**Clock nets**

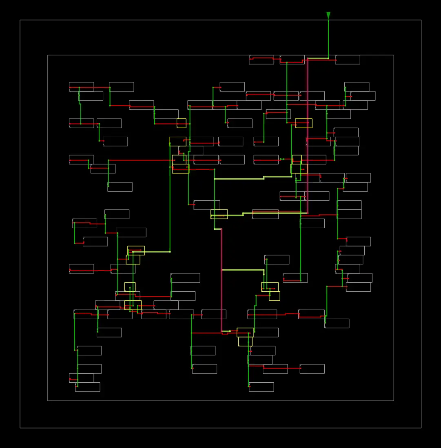
**Local utilization**

(3 px per µm) The die is cut into 12 by 12 equal tiles; white is low, dark blue is high, 0 to 100% covered.
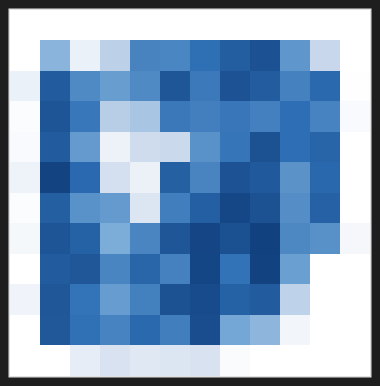
**Wiring by layer**

(4 px per µm)
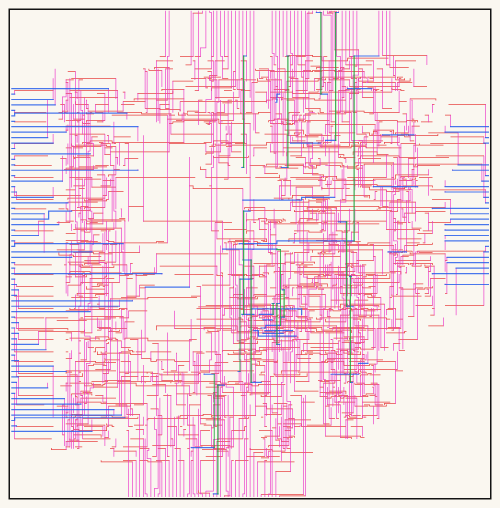
$ cat src/rtl/sdram_port_arbiter_pkg.sv
// rtl/sdram_port_arbiter_pkg.sv - shared SDRAM state encodings, widths and timing constants
package sdram_pkg;

  localparam int ADDR_W_DEF = 22;
  localparam int DATA_W_DEF = 16;

  // Controller timing shared with the SDRAM controller (in Clk cycles)
  localparam int INIT_CYCLES      = 20000;
  localparam int REFRESH_INTERVAL = 780;
  localparam int REFRESH_CYCLES   = 8;

  typedef enum logic [1:0] {
    ST_IDLE  = 2'd0,
    ST_ISSUE = 2'd1,
    ST_WAIT  = 2'd2
  } arb_state_e;

endpackage

$ cat src/rtl/sdram_port_arbiter_rr.sv
// rtl/sdram_port_arbiter_rr.sv - combinational two-way winner select
module rr_arbiter2 #(
  parameter bit P0_PRIORITY = 1'b0
) (
  input  logic [1:0] req_i,
  input  logic       last_grant_i,
  output logic       winner_o
);

  // A lone requester always wins; ties go to port 0 or to the port not served last.
  assign winner_o = (&req_i) ? (P0_PRIORITY ? 1'b0 : ~last_grant_i) : ~req_i[0];

endmodule

$ cat src/rtl/sdram_port_arbiter.sv
// rtl/sdram_port_arbiter.sv - shares one SDRAM controller port between capture and readout
module sdram_port_arbiter
  import sdram_pkg::*;
#(
  parameter int ADDR_W      = ADDR_W_DEF,
  parameter int DATA_W      = DATA_W_DEF,
  parameter int TIMEOUT     = 1024,
  parameter int P0_PRIORITY = 0
) (
  input  logic              Clk,
  input  logic              Reset,
  input  logic              p0_req,
  input  logic              p0_wnr,
  input  logic [ADDR_W-1:0] p0_addr,
  input  logic [DATA_W-1:0] p0_wdata,
  output logic              p0_ack,
  output logic [DATA_W-1:0] p0_rdata,
  output logic              p0_rvalid,
  input  logic              p1_req,
  input  logic              p1_wnr,
  input  logic [ADDR_W-1:0] p1_addr,
  input  logic [DATA_W-1:0] p1_wdata,
  output logic              p1_ack,
  output logic [DATA_W-1:0] p1_rdata,
  output logic              p1_rvalid,
  output logic              ctl_req,
  output logic              ctl_wnr,
  output logic [ADDR_W-1:0] ctl_addr,
  output logic [DATA_W-1:0] ctl_wdata,
  input  logic              ctl_busy,
  input  logic              ctl_ack,
  input  logic [DATA_W-1:0] ctl_rdata,
  input  logic              ctl_rvalid,
  output logic              err,
  output logic              grant
);

  localparam int              CNT_W    = $clog2(TIMEOUT) + 1;
  localparam logic [CNT_W-1:0] CNT_LAST = CNT_W'(TIMEOUT - 1);

  arb_state_e        state_q;
  logic [CNT_W-1:0]  cnt_q;
  logic              ctl_req_q;
  logic              ctl_wnr_q;
  logic [ADDR_W-1:0] ctl_addr_q;
  logic [DATA_W-1:0] ctl_wdata_q;
  logic [1:0]        ack_q;
  logic [1:0]        rvalid_q;
  logic [DATA_W-1:0] rdata0_q;
  logic [DATA_W-1:0] rdata1_q;
  logic              err_q;
  logic              grant_q;
  logic              winner;

  rr_arbiter2 #(
    .P0_PRIORITY (P0_PRIORITY != 0)
  ) u_arb (
    .req_i        ({p1_req, p0_req}),
    .last_grant_i (grant_q),
    .winner_o     (winner)
  );

  always_ff @(posedge Clk) begin
    if (Reset) begin
      state_q     <= ST_IDLE;
      cnt_q       <= '0;
      ctl_req_q   <= 1'b0;
      ctl_wnr_q   <= 1'b0;
      ctl_addr_q  <= '0;
      ctl_wdata_q <= '0;
      ack_q       <= '0;
      rvalid_q    <= '0;
      rdata0_q    <= '0;
      rdata1_q    <= '0;
      err_q       <= 1'b0;
      grant_q     <= 1'b1;
    end else begin
      ack_q    <= '0;
      rvalid_q <= '0;
      case (state_q)
        ST_IDLE: begin
          if (!ctl_busy && (p0_req || p1_req)) begin
            grant_q     <= winner;
            ctl_req_q   <= 1'b1;
            ctl_wnr_q   <= winner ? p1_wnr : p0_wnr;
            ctl_addr_q  <= winner ? p1_addr : p0_addr;
            ctl_wdata_q <= winner ? p1_wdata : p0_wdata;
            cnt_q       <= '0;
            state_q     <= ST_ISSUE;
          end
        end
        ST_ISSUE: begin
          // Ack is checked first so it beats a watchdog expiry in the same cycle.
          if (ctl_ack) begin
            ctl_req_q      <= 1'b0;
            ack_q[grant_q] <= 1'b1;
            cnt_q          <= '0;
            state_q        <= ST_WAIT;
          end else if (cnt_q == CNT_LAST) begin
            err_q     <= 1'b1;
            ctl_req_q <= 1'b0;
            state_q   <= ST_IDLE;
          end else begin
            cnt_q <= cnt_q + CNT_W'(1);
          end
        end
        ST_WAIT: begin
          if (ctl_wnr_q ? !ctl_busy : ctl_rvalid) begin
            if (!ctl_wnr_q) begin
              rvalid_q[grant_q] <= 1'b1;
              if (grant_q) rdata1_q <= ctl_rdata;
              else         rdata0_q <= ctl_rdata;
            end
            state_q <= ST_IDLE;
          end else if (cnt_q == CNT_LAST) begin
            err_q   <= 1'b1;
            state_q <= ST_IDLE;
          end else begin
            cnt_q <= cnt_q + CNT_W'(1);
          end
        end
        default: state_q <= ST_IDLE;
      endcase
    end
  end

  assign ctl_req   = ctl_req_q;
  assign ctl_wnr   = ctl_wnr_q;
  assign ctl_addr  = ctl_addr_q;
  assign ctl_wdata = ctl_wdata_q;
  assign p0_ack    = ack_q[0];
  assign p1_ack    = ack_q[1];
  assign p0_rvalid = rvalid_q[0];
  assign p1_rvalid = rvalid_q[1];
  assign p0_rdata  = rdata0_q;
  assign p1_rdata  = rdata1_q;
  assign err       = err_q;
  assign grant     = grant_q;

endmodule
$ cat config.mk
export PLATFORM = sky130hd
export DESIGN_NAME = sdram_port_arbiter
export DESIGN_NICKNAME = d
export VERILOG_FILES = /design/src/rtl/sdram_port_arbiter_pkg.sv /design/src/rtl/sdram_port_arbiter_rr.sv /design/src/rtl/sdram_port_arbiter.sv
export SDC_FILE = /design/constraint.sdc
export NUM_CORES = 1
export LEC_CHECK = 0
export CAP_MARGIN = 20
export CORE_AREA = 8 8 112 114
export DETAILED_ROUTE_END_ITERATION = 16
export DIE_AREA = 0 0 120 122
export PLACE_DENSITY = 0.76
export SYNTH_ARGS = -nofsm -noshare
export SYNTH_HDL_FRONTEND = slang
export SYNTH_SLANG_ARGS = --single-unit
$ cat constraint.sdc
create_clock -name Clk -period 1.55 [get_ports Clk]
set_input_delay 0.155 -clock Clk [delete_from_list [all_inputs] [get_ports Clk]]
set_output_delay 0.155 -clock Clk [all_outputs]
set_load 0.005 [all_outputs]
==> results_dict.tcl <==
# place-and-route summary
set metrics [dict create \
    status "complete, no violations" \
    grt_first_pass_wirelength_um 20660 \
    synth_warnings 0 \
    drt_first_pass_iters 6 \
    syn_area_um2 3983 \
    layout-drive-gt1-share 0.2054 \
    synth_top_flop_cell "dfxtp_1" \
    cpPeakStageDelay_ns 0.48 \
    first_iter_violations 258 \
    fp.dieW_um 120 \
    cp_top_family "simple AND/OR/NAND/NOR gates" \
    port_buffers 178 \
    chip_area_um2 14640 \
    fin_total_pwr_mw 5.820 \
    drv_cap 0 \
    grt_max_degree 71 \
    grt_setup_unrepaired "yes" \
    rows 38 \
    synth.distinct_cells 43 \
    cts.path.max_buffers 2 \
    cts_tree "built" \
    drcViolationCount 0 \
    ys_seq_frac 0.4574 \
    fin_tns_setup_ns 0 \
    syn_to_final_growth_pct 72.57 \
    cp-end-kind "register" \
    timing.rr.start "state_q[0]" \
    hp-class "input pin to register" \
    syn-num-nets 555 \
    hpwl_um 9970 \
    r2r_slack_ns 0.00002 \
    gp_congestion 0.8401 \
    final.period_utilization 1.000 \
    syn_area_per_cell_um2 8.870 \
    fp_util 0.3723 \
    hp-start "Reset" \
    r2r_end "cnt_q[0]" \
    crit_fanout 6 \
    hold_viol 0 \
    drt.antenna.violating_nets 0 \
    synth_top_area_share 0.4574 \
    overflow 0 \
    ios 179 \
    finalMaxSlewViolations 0 \
    worstRegToRegCells 5 \
    max_freq_mhz 645.2 \
    power.leakage_nw 2.540 \
    final.min_clock_period_ns 1.550 \
    diodes 0 \
    path_cells "inv_4 -> ha_4 -> a21o_4 -> or4_4 -> a21oi_2" \
    slew_headroom 0.6815 \
    clock_latency_ns 0.37 \
    arrival_ns 1.85 \
    ys_cells 449 \
    grt_pass1_vias 4250 \
    holdPathEnd "state_q[1]" \
    ys_seq_elements 91 \
    common_cells "dfxtp_1, nand2_1, nor2_1" \
    largest_area_cell "dfxtp_1" \
    edf_count 0 \
    hold_buffers 0 \
    ir_drop_uv 378.6 \
    avgViaCountPerCell 5.176 \
    worstSetupStartpointType "register" \
    hold_slack_ns 0.2093 \
    cts.sinks 91 \
    cp_slowest_cell "or4_4" \
    antenna_found_initial 0 \
    cts.clk_slew.worst_paths_ns 0.10 \
    worstMarginPinSlew_ns 0.4773 \
]
About 'clock nets':
worst clock skew: 0.01329 ns
Clk power: 1.57 mW

About 'local utilization':
The fullest tile reaches 93%. The emptiest ninth of the die: south-east. 29% of the tiles are over 75% full. 23% of the tiles are nearly empty. The mean over all tiles is 46%.

About 'wiring by layer':
Blue marks met3, wire length 1,070 µm. Green marks met4, wire length 367 µm. Red marks met1, wire length 5,370 µm. Magenta marks met2, wire length 7,160 µm.
total track usage: 0.1728
routed len/inst: 17.30 µm
Post-Route WL: 13,960 µm
via count: 4,177

cells by family after synthesis:
group	count (synthesis)	synth area share
flip-flops	91	0.4574
adder cells (fa/ha/maj)	5	0.01571
buffers and inverters	47	0.05152
AND-OR/OR-AND	111	0.1926
AND/OR/NAND/NOR	150	0.1697
multiplexers	45	0.1131
per-stage QoR:
step,worst slack [ns],area (µm²),util,std cells
2_1_floorplan,0.02508,3984,-,449
3_3_place_gp,-0.2122,6230,0.5823,781
3_5_place_dp,-0.2543,6230,0.5823,781
4_1_cts,-0.01925,6593,0.6163,803
5_1_grt,-0.05634,6873,0.6425,807
6_report,0.00002465,6873,0.6425,807
flip-flops by register name, indices dropped and copies added, names as in the netlist:
register	cells
ctl_wnr	1
p0_rdata	16
state_q	2
rvalid_q	2
ctl_addr	22
cnt_q	11
p1_rdata	16
ctl_req	1
err	1
ctl_wdata	16
ack_q	2
grant	1
layout by cell type (no fill, tap or decap), types with 2 or more instances in the layout:
cell,netlist,layout
nor3_1,5,5
a21oi_2,0,2
buf_12,0,6
buf_16,0,2
dfxtp_4,0,3
nor2b_1,3,2
nand4_1,3,3
a21oi_1,38,36
nand3b_1,2,2
o31ai_2,1,2
o311ai_2,0,8
inv_1,14,11
ha_4,0,3
inv_8,0,3
a211oi_1,40,23
inv_6,0,2
clkdlybuf4s50_1,0,176
a211oi_2,0,17
clkinvlp_4,0,2
ha_2,0,2
o31ai_1,4,3
clkbuf_8,0,9
a41oi_1,2,2
a31oi_1,4,3
buf_4,1,43
mux2i_1,45,45
nand2_1,71,70
buf_6,1,5
inv_4,0,2
dfxtp_1,91,85
nand3_1,3,3
a311oi_2,0,3
nor2_1,48,47
and3_1,5,5
dfxtp_2,0,3
or4_4,1,2
worst max-delay path by stage:
stage | endpoint | slack, ns | cells after the start | from
2_1_floorplan | grant | 0.03 | 7 | state_q[1]
3_3_place_gp | cnt_q[0] | -0.21 | 6 | ctl_rvalid
3_5_place_dp | ctl_wdata[10] | -0.25 | 7 | ctl_busy
4_1_cts | cnt_q[10] | -0.02 | 7 | state_q[0]
5_1_grt | cnt_q[5] | -0.06 | 5 | cnt_q[0]
6_report | cnt_q[0] | 0.00002 | 5 | state_q[0]
worst register-to-register path: stages, from the launching register on:
cell and delay [ns]:
dfxtp_4 0.41, inv_4 0.06, ha_4 0.18, a21o_4 0.23, or4_4 0.48, a21oi_2 0.14
area by class of cell:
type,count,area (µm²)
Clock buffer,9,123.9
Clock inverter,7,66.31
Fill cell,877,3825
Inverter,14,57.56
Multi-Input combinational cell,311,2258
Sequential cell,91,1837
Tap cell,140,175.2
Timing Repair Buffer,235,2355
report_power, final:
group | switching (mW) | internal [mW] | total, mW
sequential | 0.101 | 2.50 | 2.60
combinational | 0.710 | 0.943 | 1.65
clock | 0.943 | 0.628 | 1.57
total | 1.75 | 4.07 | 5.82
timing repair:
action / 4_1_cts / 5_1_grt
gates cloned: 1 / 1
endpoints found under the setup margin: 50 / 77
setup buffers: 5 / 3
pin swaps: 3 / 5
resized: 19 / 52
metal layers:
layer  up-vias  wire length [µm]  GRT usage
met3        33              1072    0.06802
met1      1963              5365     0.1738
met5         -                 0          0
met4         0               366    0.07260
li1       2024                 -          -
met2       157              7155     0.3140
Power and IR drop assume default switching activity.
